**Cells colored by class**

Drawn at 3 px/um. Fill, decap, tap and diode cells in gray.
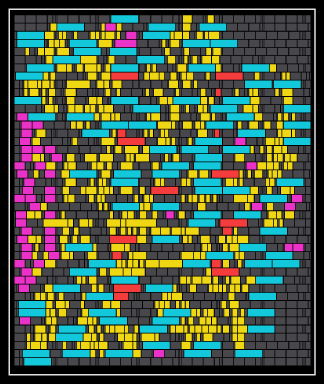
**Clock routing**

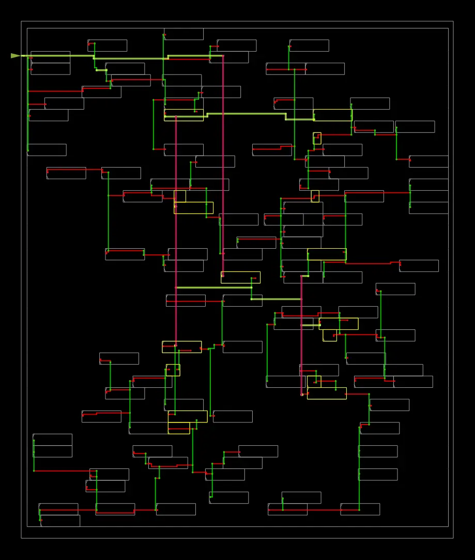
**Wires at chosen ports, followed through buffers**

Drawn at 3 px/um.
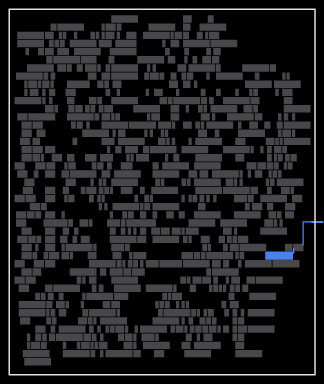
**Clock wires, drivers and flops**

Drawn at 4 px/um.
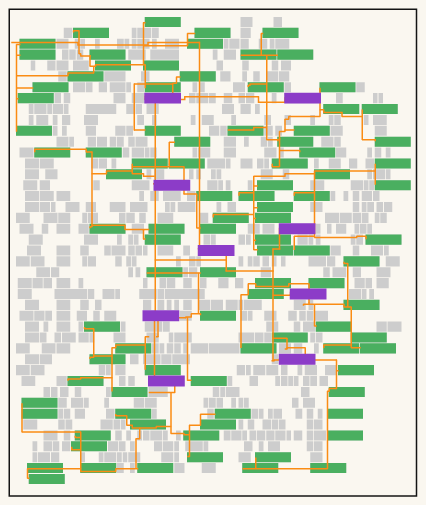
[src/rtl/irri_pkg.sv]
// Shared types and helpers for the irrigation zone scheduler.
package irri_pkg;

  typedef enum logic [1:0] {
    StScan  = 2'd0,
    StOpen  = 2'd1,
    StPump  = 2'd2,
    StClose = 2'd3
  } state_e;

  localparam int unsigned DryThrDef = 51;
  localparam int unsigned WetThrDef = 153;

  // Round-robin successor of idx among n slots.
  function automatic int unsigned rr_next(input int unsigned idx, input int unsigned n);
    return (idx + 32'd1 >= n) ? 32'd0 : idx + 32'd1;
  endfunction

endpackage

[src/rtl/irri_rr_pick.sv]
// Combinational round-robin picker: first requester at or after rr_ptr_i, modulo NReq.
module irri_rr_pick #(
  parameter int unsigned NReq = 4,
  parameter int unsigned IdxW = 2
) (
  input  logic [NReq-1:0] req_i,
  input  logic [IdxW-1:0] rr_ptr_i,
  output logic            valid_o,
  output logic [IdxW-1:0] index_o
);

  // Slot k positions after ptr, wrapped into 0..NReq-1 (ptr is always < NReq).
  function automatic logic [IdxW-1:0] slot(input logic [IdxW-1:0] ptr, input int unsigned k);
    logic [IdxW:0] sum;
    sum = {1'b0, ptr} + (IdxW+1)'(k);
    if (sum >= (IdxW+1)'(NReq)) begin
      sum = sum - (IdxW+1)'(NReq);
    end
    return sum[IdxW-1:0];
  endfunction

  // Scan outward from the pointer and keep the first hit.
  always_comb begin
    valid_o = 1'b0;
    index_o = '0;
    for (int unsigned k = 0; k < NReq; k++) begin
      if (!valid_o && req_i[slot(rr_ptr_i, k)]) begin
        valid_o = 1'b1;
        index_o = slot(rr_ptr_i, k);
      end
    end
  end

endmodule

[src/rtl/irri_zone_sched.sv]
// Shares one pump across N_ZONES valve zones: round-robin grant of dry zones, then
// valve-lead / pump / valve-lag sequencing and a per-zone cooldown after each service.
module irri_zone_sched
  import irri_pkg::*;
#(
  parameter int unsigned N_ZONES     = 4,
  parameter int unsigned LVL_W       = 8,
  parameter int unsigned DRY_THR     = DryThrDef,
  parameter int unsigned WET_THR     = WetThrDef,
  parameter int unsigned CNT_W       = 16,
  parameter int unsigned VALVE_LEAD  = 4,
  parameter int unsigned PUMP_CYCLES = 1000,
  parameter int unsigned VALVE_LAG   = 4,
  parameter int unsigned COOL_CYCLES = 5000,
  localparam int unsigned IdxW       = $clog2(N_ZONES)
) (
  input  logic                     clk,
  input  logic                     rst,
  input  logic                     en,
  input  logic [N_ZONES-1:0]       zone_mask,
  input  logic [N_ZONES*LVL_W-1:0] wtr_lvl,
  output logic                     pump_on,
  output logic [N_ZONES-1:0]       valve,
  output logic [IdxW-1:0]          active_zone,
  output logic                     busy,
  output logic                     done,
  output logic                     aborted
);

  state_e               state_q, state_d;
  logic [CNT_W-1:0]     cnt_q, cnt_d;
  logic [IdxW-1:0]      rr_ptr_q, rr_ptr_d;
  logic [IdxW-1:0]      active_zone_q, active_zone_d;
  logic [N_ZONES-1:0]   valve_q, valve_d;
  logic                 pump_on_q, pump_on_d;
  logic                 busy_q, busy_d;
  logic                 done_q, done_d;
  logic                 aborted_q, aborted_d;
  logic                 abort_run_q, abort_run_d;  // current grant was cut short by en/mask
  logic [CNT_W-1:0]     cool_q [N_ZONES];
  logic [CNT_W-1:0]     cool_d [N_ZONES];
  logic                 cool_load;

  logic [LVL_W-1:0]     lvl [N_ZONES];
  logic [N_ZONES-1:0]   req;
  logic                 pick_valid;
  logic [IdxW-1:0]      pick_idx;
  logic                 stop_run;
  logic                 wet;

  for (genvar g = 0; g < N_ZONES; g++) begin : g_zone
    assign lvl[g] = wtr_lvl[g*LVL_W +: LVL_W];
    assign req[g] = en & zone_mask[g] & (lvl[g] <= LVL_W'(DRY_THR)) & (cool_q[g] == '0);
  end

  assign stop_run = ~en | ~zone_mask[active_zone_q];
  assign wet      = lvl[active_zone_q] >= LVL_W'(WET_THR);

  irri_rr_pick #(
    .NReq (N_ZONES),
    .IdxW (IdxW)
  ) u_pick (
    .req_i    (req),
    .rr_ptr_i (rr_ptr_q),
    .valid_o  (pick_valid),
    .index_o  (pick_idx)
  );

  // Cooldown counters: free-running decrement, load on grant completion wins.
  always_comb begin
    for (int i = 0; i < N_ZONES; i++) begin
      cool_d[i] = (cool_q[i] != '0) ? cool_q[i] - CNT_W'(1) : cool_q[i];
      if (cool_load && (active_zone_q == IdxW'(i))) begin
        cool_d[i] = CNT_W'(COOL_CYCLES);
      end
    end
  end

  // Grant FSM next-state and registered-output next values.
  always_comb begin
    state_d       = state_q;
    cnt_d         = cnt_q;
    rr_ptr_d      = rr_ptr_q;
    active_zone_d = active_zone_q;
    valve_d       = valve_q;
    pump_on_d     = pump_on_q;
    busy_d        = busy_q;
    done_d        = 1'b0;
    aborted_d     = 1'b0;
    abort_run_d   = abort_run_q;
    cool_load     = 1'b0;
    unique case (state_q)
      StScan: begin
        pump_on_d = 1'b0;
        valve_d   = '0;
        busy_d    = 1'b0;
        if (pick_valid) begin
          state_d       = StOpen;
          active_zone_d = pick_idx;
          valve_d       = N_ZONES'(1) << pick_idx;
          busy_d        = 1'b1;
          cnt_d         = '0;
          abort_run_d   = 1'b0;
        end
      end
      StOpen: begin
        if (stop_run) begin
          state_d     = StClose;
          cnt_d       = '0;
          pump_on_d   = 1'b0;
          abort_run_d = 1'b1;
        end else if (cnt_q == CNT_W'(VALVE_LEAD - 1)) begin
          state_d   = StPump;
          cnt_d     = '0;
          pump_on_d = 1'b1;
        end else begin
          cnt_d = cnt_q + CNT_W'(1);
        end
      end
      StPump: begin
        if (stop_run) begin
          state_d     = StClose;
          cnt_d       = '0;
          pump_on_d   = 1'b0;
          abort_run_d = 1'b1;
        end else if (wet || (cnt_q == CNT_W'(PUMP_CYCLES - 1))) begin
          state_d   = StClose;
          cnt_d     = '0;
          pump_on_d = 1'b0;
        end else begin
          cnt_d = cnt_q + CNT_W'(1);
        end
      end
      StClose: begin
        if (cnt_q == CNT_W'(VALVE_LAG - 1)) begin
          state_d   = StScan;
          cnt_d     = '0;
          valve_d   = '0;
          busy_d    = 1'b0;
          done_d    = 1'b1;
          aborted_d = abort_run_q;
          cool_load = 1'b1;
          rr_ptr_d  = IdxW'(rr_next(32'(active_zone_q), N_ZONES));
        end else begin
          cnt_d = cnt_q + CNT_W'(1);
        end
      end
      default: begin
        state_d   = StScan;
        cnt_d     = '0;
        pump_on_d = 1'b0;
        valve_d   = '0;
        busy_d    = 1'b0;
      end
    endcase
  end

  // State and output registers; reset drops pump and valves without a clock.
  always_ff @(posedge clk or posedge rst) begin
    if (rst) begin
      state_q       <= StScan;
      cnt_q         <= '0;
      rr_ptr_q      <= '0;
      active_zone_q <= '0;
      valve_q       <= '0;
      pump_on_q     <= 1'b0;
      busy_q        <= 1'b0;
      done_q        <= 1'b0;
      aborted_q     <= 1'b0;
      abort_run_q   <= 1'b0;
      for (int i = 0; i < N_ZONES; i++) begin
        cool_q[i] <= '0;
      end
    end else begin
      state_q       <= state_d;
      cnt_q         <= cnt_d;
      rr_ptr_q      <= rr_ptr_d;
      active_zone_q <= active_zone_d;
      valve_q       <= valve_d;
      pump_on_q     <= pump_on_d;
      busy_q        <= busy_d;
      done_q        <= done_d;
      aborted_q     <= aborted_d;
      abort_run_q   <= abort_run_d;
      for (int i = 0; i < N_ZONES; i++) begin
        cool_q[i] <= cool_d[i];
      end
    end
  end

  assign pump_on     = pump_on_q;
  assign valve       = valve_q;
  assign active_zone = active_zone_q;
  assign busy        = busy_q;
  assign done        = done_q;
  assign aborted     = aborted_q;

endmodule
[config.mk]
export PLATFORM = sky130hd
export DESIGN_NAME = irri_zone_sched
export DESIGN_NICKNAME = d
export VERILOG_FILES = /design/src/rtl/irri_pkg.sv /design/src/rtl/irri_rr_pick.sv /design/src/rtl/irri_zone_sched.sv
export SDC_FILE = /design/constraint.sdc
export NUM_CORES = 1
export LEC_CHECK = 0
export CAP_MARGIN = 40
export CORE_ASPECT_RATIO = 1.2
export CORE_MARGIN = 1
export CORE_UTILIZATION = 45
export DETAILED_ROUTE_END_ITERATION = 10
export PLACE_DENSITY = 0.61
export SKIP_CTS_REPAIR_TIMING = 1
export SLEW_MARGIN = 10
export SYNTH_ARGS = -nofsm -noshare
export SYNTH_HDL_FRONTEND = slang
export SYNTH_HIERARCHICAL = 1
export SYNTH_SLANG_ARGS = --single-unit
[constraint.sdc]
create_clock -name clk -period 5.1 [get_ports clk]
set_clock_uncertainty 0.2 [all_clocks]
set_input_delay 1.02 -clock clk [delete_from_list [all_inputs] [get_ports clk]]
set_output_delay 1.02 -clock clk [all_outputs]
set_load 0.05 [all_outputs]
==> impl_metrics.ini <==
; synthesis and place-and-route metrics
[floorplan]
boundaryPins = 49
rows = 43
initial_core_util_pct = 46.2

[power]
report.power.total_mw = 2.99
p_comb_share_pct = 35.1
p_leak_nw = 2.61

[drt]
via_per_inst = 5.56
dr_wl_met2_um = 5670
antenna_left = 0
drcViolationCount = 0

[synthesis]
ys_cells = 584
synthDistinctLibCells = 62
synth-async-reset-ratio_pct = 100
postSynthSeqShare_pct = 44.5
yosysChipArea_um2 = 5340

[timing]
final.setup.tns_ps = 0
rsz0062_at_grt = no
hold_violations = 0
finalWorstSetupSlack_ps = 1690
setup_violations = 0
worst_slew_pin_slew_ps = 734

[critical_path]
worstSetupPathType = in2reg
rr_worst_depth = 8
crit_path_top_delay_cell = clkdlybuf4s50_1
required_ps = 5130
cp_cell_sequence = clkdlybuf4s50_1, nand4_1, nor4_1, inv_1, a221o_1, a21oi_1, nor3_1, a22o_1
crit_cells = 8

[job]
openroad.warnings = 33

[placement]
place_area_um2 = 5970
post-dp-hpwl_um = 8820
post-place-ws_ps = 1320

[status]
status = complete, no violations

[cells_and_area]
final_cell_area_um2 = 6250
num_antenna_cells = 0
lay_top_cells = dfrtp_1, nor2_1, clkdlybuf4s50_1

[grt]
grt_pass1_wl_um = 20300
global_route.usage.met3_pct = 3.40

[clocking]
cts_made_buffers = 9
cts_max_level = 3

[min_path]
hold_path_startpoint = busy
Notes on 'cells colored by class' above:
[clock drivers and dummy loads] red | cells: 16 | share of their area: 4.7%
[flops] cyan | cells: 95 | share of their area: 39%
[all other logic] yellow | cells: 473 | share of their area: 48%
[other buffers and delay cells] magenta | cells: 51 | share of their area: 8.5%
Seq/total area: 38.0%
fin util: 54.1%

Notes on 'clock routing' above:
Sink Count: 95
worst skew pair latency: 340 ps
CLK BUF: 10
clock network power: 641 uW

Notes on 'wires at chosen ports, followed through buffers' above:
[aborted] blue | direction: output | edge: right | end cells: 1 | buffers: 1 | wire: 12.8 um

Notes on 'clock wires, drivers and flops' above:
[clock wires] orange | length: 1200 um
[cells driving clock nets] purple | count: 9
[flip-flops] green | count: 95
flops lie: widely spread

## cells by family (layout without fill, tap and decap cells)
family          after synthesis  count (layout)  share of synthesized area, %
xor+xnor                     34              34                          5.58
mux                          10              10                          2.20
fa+ha+maj                    14              14                          3.28
compound gates              115             115                          14.7
buf+inv                      42              93                          3.35
simple gates                274             274                          26.4
flops                        95              95                          44.5
## how the worst min path moves through the flow
stage | cells past startpoint | slack (ps) | to
finish | 1 | 300 | busy
global route | 2 | 340 | valve[1]
CTS | 2 | 310 | valve[1]
detailed placement | 2 | 290 | valve[1]
global placement | 1 | 290 | valve[0]
floorplan | 1 | 280 | state_q[0]
## cell type report
type                       count  area, um^2
clock buffer                  10         239
multi-input combinational    447        2780
timing repair buffer          51         515
tap                          157         196
sequential                    95        2380
fill                        1095        5310
inverter                      26        98.8
clock inverter                 6        43.8
Power figures rest on the tool's default switching activity, not on a simulated workload.
